<file path="config.mk">
export PLATFORM = sky130hd
export DESIGN_NAME = link_word_aligner
export DESIGN_NICKNAME = d
export VERILOG_FILES = /design/src/rtl/link_align_pkg.sv /design/src/rtl/sync_offset_finder.sv /design/src/rtl/link_word_aligner.sv
export SDC_FILE = /design/constraint.sdc
export NUM_CORES = 1
export LEC_CHECK = 0
export CORE_MARGIN = 10
export CORE_UTILIZATION = 40
export DETAILED_ROUTE_END_ITERATION = 10
export GPL_TIMING_DRIVEN = 1
export PLACE_DENSITY_LB_ADDON = 0.2
export RECOVER_POWER = 50
export SYNTH_ARGS = -nofsm -noshare
export SYNTH_HDL_FRONTEND = slang
export SYNTH_SLANG_ARGS = --single-unit
</file>
<file path="constraint.sdc">
create_clock -name clk160 -period 3.8 [get_ports clk160]
set_input_delay 0.76 -clock clk160 [delete_from_list [all_inputs] [get_ports clk160]]
set_output_delay 0.76 -clock clk160 [all_outputs]
set_load 0.05 [all_outputs]
</file>
<file path="src/rtl/link_align_pkg.sv">
// Shared types and helpers for the per-link byte aligner.
package link_align_pkg;

  localparam int unsigned BYTE_W = 8;
  localparam int unsigned WIN_W  = 16;
  localparam int unsigned OFS_W  = 3;
  localparam int unsigned CNT_W  = 16;
  localparam int unsigned HYS_W  = 4;

  typedef enum logic [1:0] {
    SEARCH = 2'd0,
    VERIFY = 2'd1,
    LOCKED = 2'd2
  } state_t;

  // Candidate byte at bit offset k: W[15-k -: 8]
  function automatic logic [BYTE_W-1:0] extract(input logic [WIN_W-1:0] w,
                                                 input logic [OFS_W-1:0] k);
    return BYTE_W'(w >> (4'd8 - {1'b0, k}));
  endfunction

endpackage

</file>
<file path="src/rtl/sync_offset_finder.sv">
// Combinational search of all 8 bit offsets of the window for the sync byte.
module sync_offset_finder
  import link_align_pkg::*;
(
  input  logic [WIN_W-1:0]  i_win,
  input  logic [BYTE_W-1:0] i_sync,
  output logic              o_found_c,
  output logic [OFS_W-1:0]  o_k_c
);

  // Scan from high to low so the lowest matching offset is the last one written
  always_comb begin
    o_found_c = 1'b0;
    o_k_c     = '0;
    for (int k = 7; k >= 0; k--) begin
      if (extract(i_win, OFS_W'(k)) == i_sync) begin
        o_found_c = 1'b1;
        o_k_c     = OFS_W'(k);
      end
    end
  end

endmodule

</file>
<file path="src/rtl/link_word_aligner.sv">
// Locks onto the bit offset at which SYNC_WORD repeats every FRAME_LEN bytes and
// emits byte-aligned data with a start-of-frame flag.
module link_word_aligner
  import link_align_pkg::*;
#(
  parameter logic [7:0]  SYNC_WORD  = 8'hBC,
  parameter int unsigned FRAME_LEN  = 16,
  parameter int unsigned LOCK_GOOD  = 4,
  parameter int unsigned UNLOCK_BAD = 3
) (
  input  logic              clk160,
  input  logic              rst,
  input  logic [BYTE_W-1:0] in_tdata,
  input  logic              in_tvalid,
  output logic              in_tready,
  output logic [BYTE_W-1:0] out_tdata,
  output logic              out_tvalid,
  output logic              out_tuser,
  input  logic              clr_counters,
  output logic              locked,
  output logic [OFS_W-1:0]  offset,
  output logic [CNT_W-1:0]  lock_loss_count
);

  localparam int unsigned FCNT_W = (FRAME_LEN > 1) ? $clog2(FRAME_LEN) : 1;

  state_t              r_state, w_state_nxt;
  logic [BYTE_W-1:0]   r_prev, r_cur;
  logic                r_upd;
  logic [FCNT_W-1:0]   r_fcnt, w_fcnt_nxt, w_fcnt_inc;
  logic [HYS_W-1:0]    r_good, w_good_nxt, w_good_inc;
  logic [HYS_W-1:0]    r_bad, w_bad_nxt, w_bad_inc;
  logic [OFS_W-1:0]    r_offset, w_offset_nxt;
  logic [BYTE_W-1:0]   r_out_tdata;
  logic                r_out_tvalid, r_out_tuser, r_locked;
  logic [CNT_W-1:0]    r_loss_cnt;
  logic [WIN_W-1:0]    w_win;
  logic [BYTE_W-1:0]   w_cand;
  logic                w_hit, w_bound, w_found, w_loss;
  logic [OFS_W-1:0]    w_k;

  assign w_win      = {r_prev, r_cur};
  assign w_cand     = extract(w_win, r_offset);
  assign w_hit      = (w_cand == SYNC_WORD);
  assign w_bound    = (r_fcnt == '0);
  assign w_fcnt_inc = (r_fcnt == FCNT_W'(FRAME_LEN - 1)) ? '0 : r_fcnt + 1'b1;
  assign w_good_inc = r_good + 1'b1;
  assign w_bad_inc  = r_bad + 1'b1;

  sync_offset_finder u_finder (
    .i_win     (w_win),
    .i_sync    (SYNC_WORD),
    .o_found_c (w_found),
    .o_k_c     (w_k)
  );

  // State register
  always_ff @(posedge clk160) begin
    if (rst) r_state <= SEARCH;
    else     r_state <= w_state_nxt;
  end

  // Next-state and hysteresis counters; evaluation only on window-update cycles
  always_comb begin
    w_state_nxt  = r_state;
    w_fcnt_nxt   = r_fcnt;
    w_good_nxt   = r_good;
    w_bad_nxt    = r_bad;
    w_offset_nxt = r_offset;
    w_loss       = 1'b0;
    if (r_upd) begin
      case (r_state)
        SEARCH: begin
          if (w_found) begin
            w_offset_nxt = w_k;
            w_fcnt_nxt   = FCNT_W'(1);
            w_good_nxt   = HYS_W'(1);
            if (LOCK_GOOD == 32'd1) begin
              w_state_nxt = LOCKED;
              w_bad_nxt   = '0;
            end else begin
              w_state_nxt = VERIFY;
            end
          end
        end
        VERIFY: begin
          w_fcnt_nxt = w_fcnt_inc;
          if (w_bound) begin
            if (w_hit) begin
              w_good_nxt = w_good_inc;
              if (w_good_inc == HYS_W'(LOCK_GOOD)) begin
                w_state_nxt = LOCKED;
                w_bad_nxt   = '0;
              end
            end else begin
              w_state_nxt = SEARCH;
            end
          end
        end
        LOCKED: begin
          w_fcnt_nxt = w_fcnt_inc;
          if (w_bound) begin
            if (w_hit) begin
              w_bad_nxt = '0;
            end else begin
              w_bad_nxt = w_bad_inc;
              if (w_bad_inc == HYS_W'(UNLOCK_BAD)) begin
                w_state_nxt = SEARCH;
                w_loss      = 1'b1;
              end
            end
          end
        end
        default: w_state_nxt = SEARCH;
      endcase
    end
  end

  // Window, counters and the output register
  always_ff @(posedge clk160) begin
    if (rst) begin
      r_prev       <= '0;
      r_cur        <= '0;
      r_upd        <= 1'b0;
      r_fcnt       <= '0;
      r_good       <= '0;
      r_bad        <= '0;
      r_offset     <= '0;
      r_out_tdata  <= '0;
      r_out_tvalid <= 1'b0;
      r_out_tuser  <= 1'b0;
      r_locked     <= 1'b0;
      r_loss_cnt   <= '0;
    end else begin
      if (in_tvalid) begin
        r_prev <= r_cur;
        r_cur  <= in_tdata;
      end
      r_upd        <= in_tvalid;
      r_fcnt       <= w_fcnt_nxt;
      r_good       <= w_good_nxt;
      r_bad        <= w_bad_nxt;
      r_offset     <= w_offset_nxt;
      r_locked     <= (w_state_nxt == LOCKED);
      r_out_tvalid <= r_upd && (r_state == LOCKED);
      if (r_upd) begin
        r_out_tdata <= w_cand;
        r_out_tuser <= w_bound;
      end
      if (clr_counters)                   r_loss_cnt <= '0;
      else if (w_loss && r_loss_cnt != '1) r_loss_cnt <= r_loss_cnt + 1'b1;
    end
  end

  assign in_tready       = 1'b1;
  assign out_tdata       = r_out_tdata;
  assign out_tvalid      = r_out_tvalid;
  assign out_tuser       = r_out_tuser;
  assign locked          = r_locked;
  assign offset          = r_offset;
  assign lock_loss_count = r_loss_cnt;

endmodule

</file>
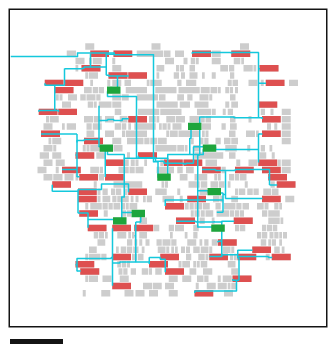
clk_routes.png
Bar = 20 µm.
legend:
  cyan:
    item: clock wires
    length: 962 µm
  red:
    item: flip-flops
    count: 61
  green:
    item: clock drivers
    count: 9
routed clock nets: 10

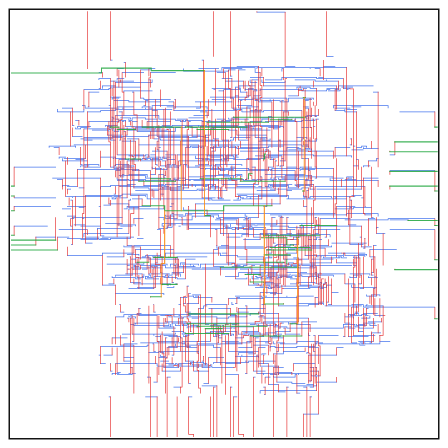
wires.png
legend:
  orange:
    layer: metal 4
    wire_length: 165 µm
  red:
    layer: metal 2
    wire_length: 4310 µm
  blue:
    layer: metal 1
    wire_length: 4810 µm
  green:
    layer: metal 3
    wire_length: 555 µm
routed via count: 3493
all-layer global routing usage: 13.9%
final WL: 9.84 mm
wire per inst: 16.1 µm

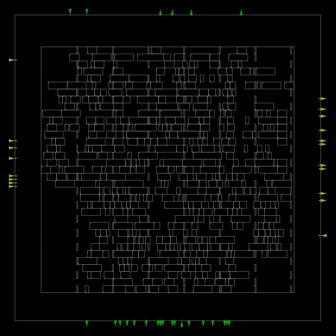
placement.png
sequential fraction of total cell area: 26.9%
fin cells: 611

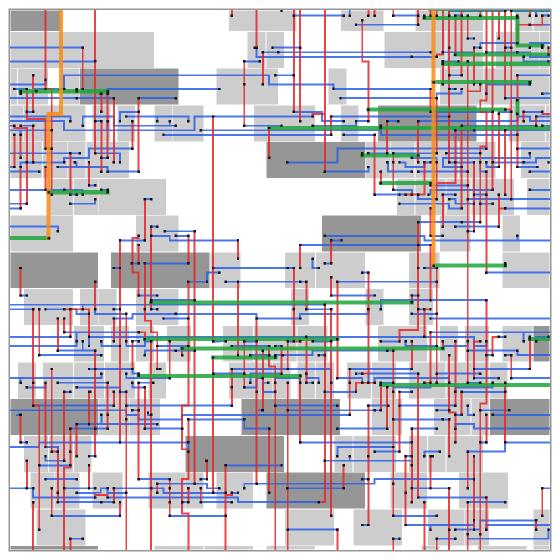
detail.png
Region (39, 16) to (79, 56) µm. Cells in gray, sequential cells in the stronger gray; small squares are vias.
legend:
  blue:
    layer: metal 1
  green:
    layer: metal 3
  red:
    layer: metal 2
  orange:
    layer: metal 4
most frequent: nand2_1 (15), dfxtp_1 (12), nor2_1 (11)
netlist names of flops here include: lock_loss_count (8), r_good (2)
sequential cells in the window: 12
cells with their middle in the window: 123

==> power breakdown <==
part	total, mW	leakage [nW]	internal [mW]	switching (mW)
logic	0.100	1.06	0.0454	0.0547
clock network	0.670	0.110	0.406	0.264
registers	0.674	0.494	0.651	0.0231
total	1.44	1.67	1.10	0.342
==> routing by layer <==
metal | wire length, µm | vias to the layer above | part of all wire [%]
li1 | - | 1718 | -
met1 | 4810 | 1659 | 49
met2 | 4310 | 102 | 44
met3 | 555 | 14 | 5.6
met4 | 164 | 0 | 1.7
met5 | 0 | - | 0
==> timing repair <==
item | 4_1_cts | 5_1_grt
endpoints found under the setup margin | 0 | 4
endpoints found under the hold margin | 0 | 0
setup buffers | 0 | 0
gates resized | 0 | 1
==> run summary <==
run results: outcome completed, most used logic cell in the final layout dfxtp_1, ANT cells 0, Total Neg Setup Slack 0 ns, nonclk inv count 21, Net Count, Synth 474, Die Wd 118 µm, port bufs 41, Critical Path, Cell by Cell inv_1 > ha_1 > buf_4 > mux2i_1 > mux4_2 > a21oi_1 > a311o_1 > or4_1 > o311a_1 > o31a_1, Final Hold Viols 0, and+or+nand+nor area frac 25.4%, xor/xnor share of the synthesized area 1.84%, clock buf count 13, Tap Count 129, # hold bufs at CTS 0, crit path DAT 3.84 ns, Async SR Flop Fraction 0%, Yosys chip area 3870 µm², final slew viol count 0, largest net degree at the start of global routing 49, Yosys Instances 451, flop count 61, CP Capture Point locked$_SDFF_PP0_, multi-input combinational area share 52.9%, clk_lat worst skew 0.35 ns, chip area 14000 µm², R2R depth 10, # rows 35, Avg Inst Size Synth 8.59 µm², met1 GRT Util 19.8%, Largest register FFs 16, worst hold-check path type reg2reg, Layout Nets 500, post-layout min period 3.61 ns, Post-synth regs 61, Root Driver clkbuf_8, endpoints failing setup 0, first-pass GRT wire length 16.6 mm, Slew headroom 36.3%, synth top area cells dfxtp_1, mux2i_1, mux4_2, clock sink total 61, number of routed nets with antenna violations 0, top cell type by total area after synthesis dfxtp_1, P per Cell Area 318 nW/µm², Worst-path clk slew 0.07 ns, M3 GR Usage 2.86%, hold path depth 2, share of layout cells above drive strength 1 8.92%, Logic Gate Count 337, worst slew pin tran 0.953 ns, most frequent logic cells in the routed design dfxtp_1, nor2_1, nand2_1, Reg-to-Reg End locked$_SDFF_PP0_, Max Clock Skew 0.00900 ns, Critical Path Source Type register, DP Worst Slack 0.244 ns, Worst VDD drop 165 µV, area fraction in compound gates 15.9%, Longest Clk Path Bufs 2, Final period util 95.0%, CTS Buf Count 9, Worst path slowest cell or4_1, r2r setup slk 0.19 ns, Fillers 906, Mapped Area 3870 µm², Top cell area share 31.5%, Non-clk bufs 47, Worst R2R Start offset[1]$_SDFFE_PP0P_
Power and IR drop assume default switching activity.
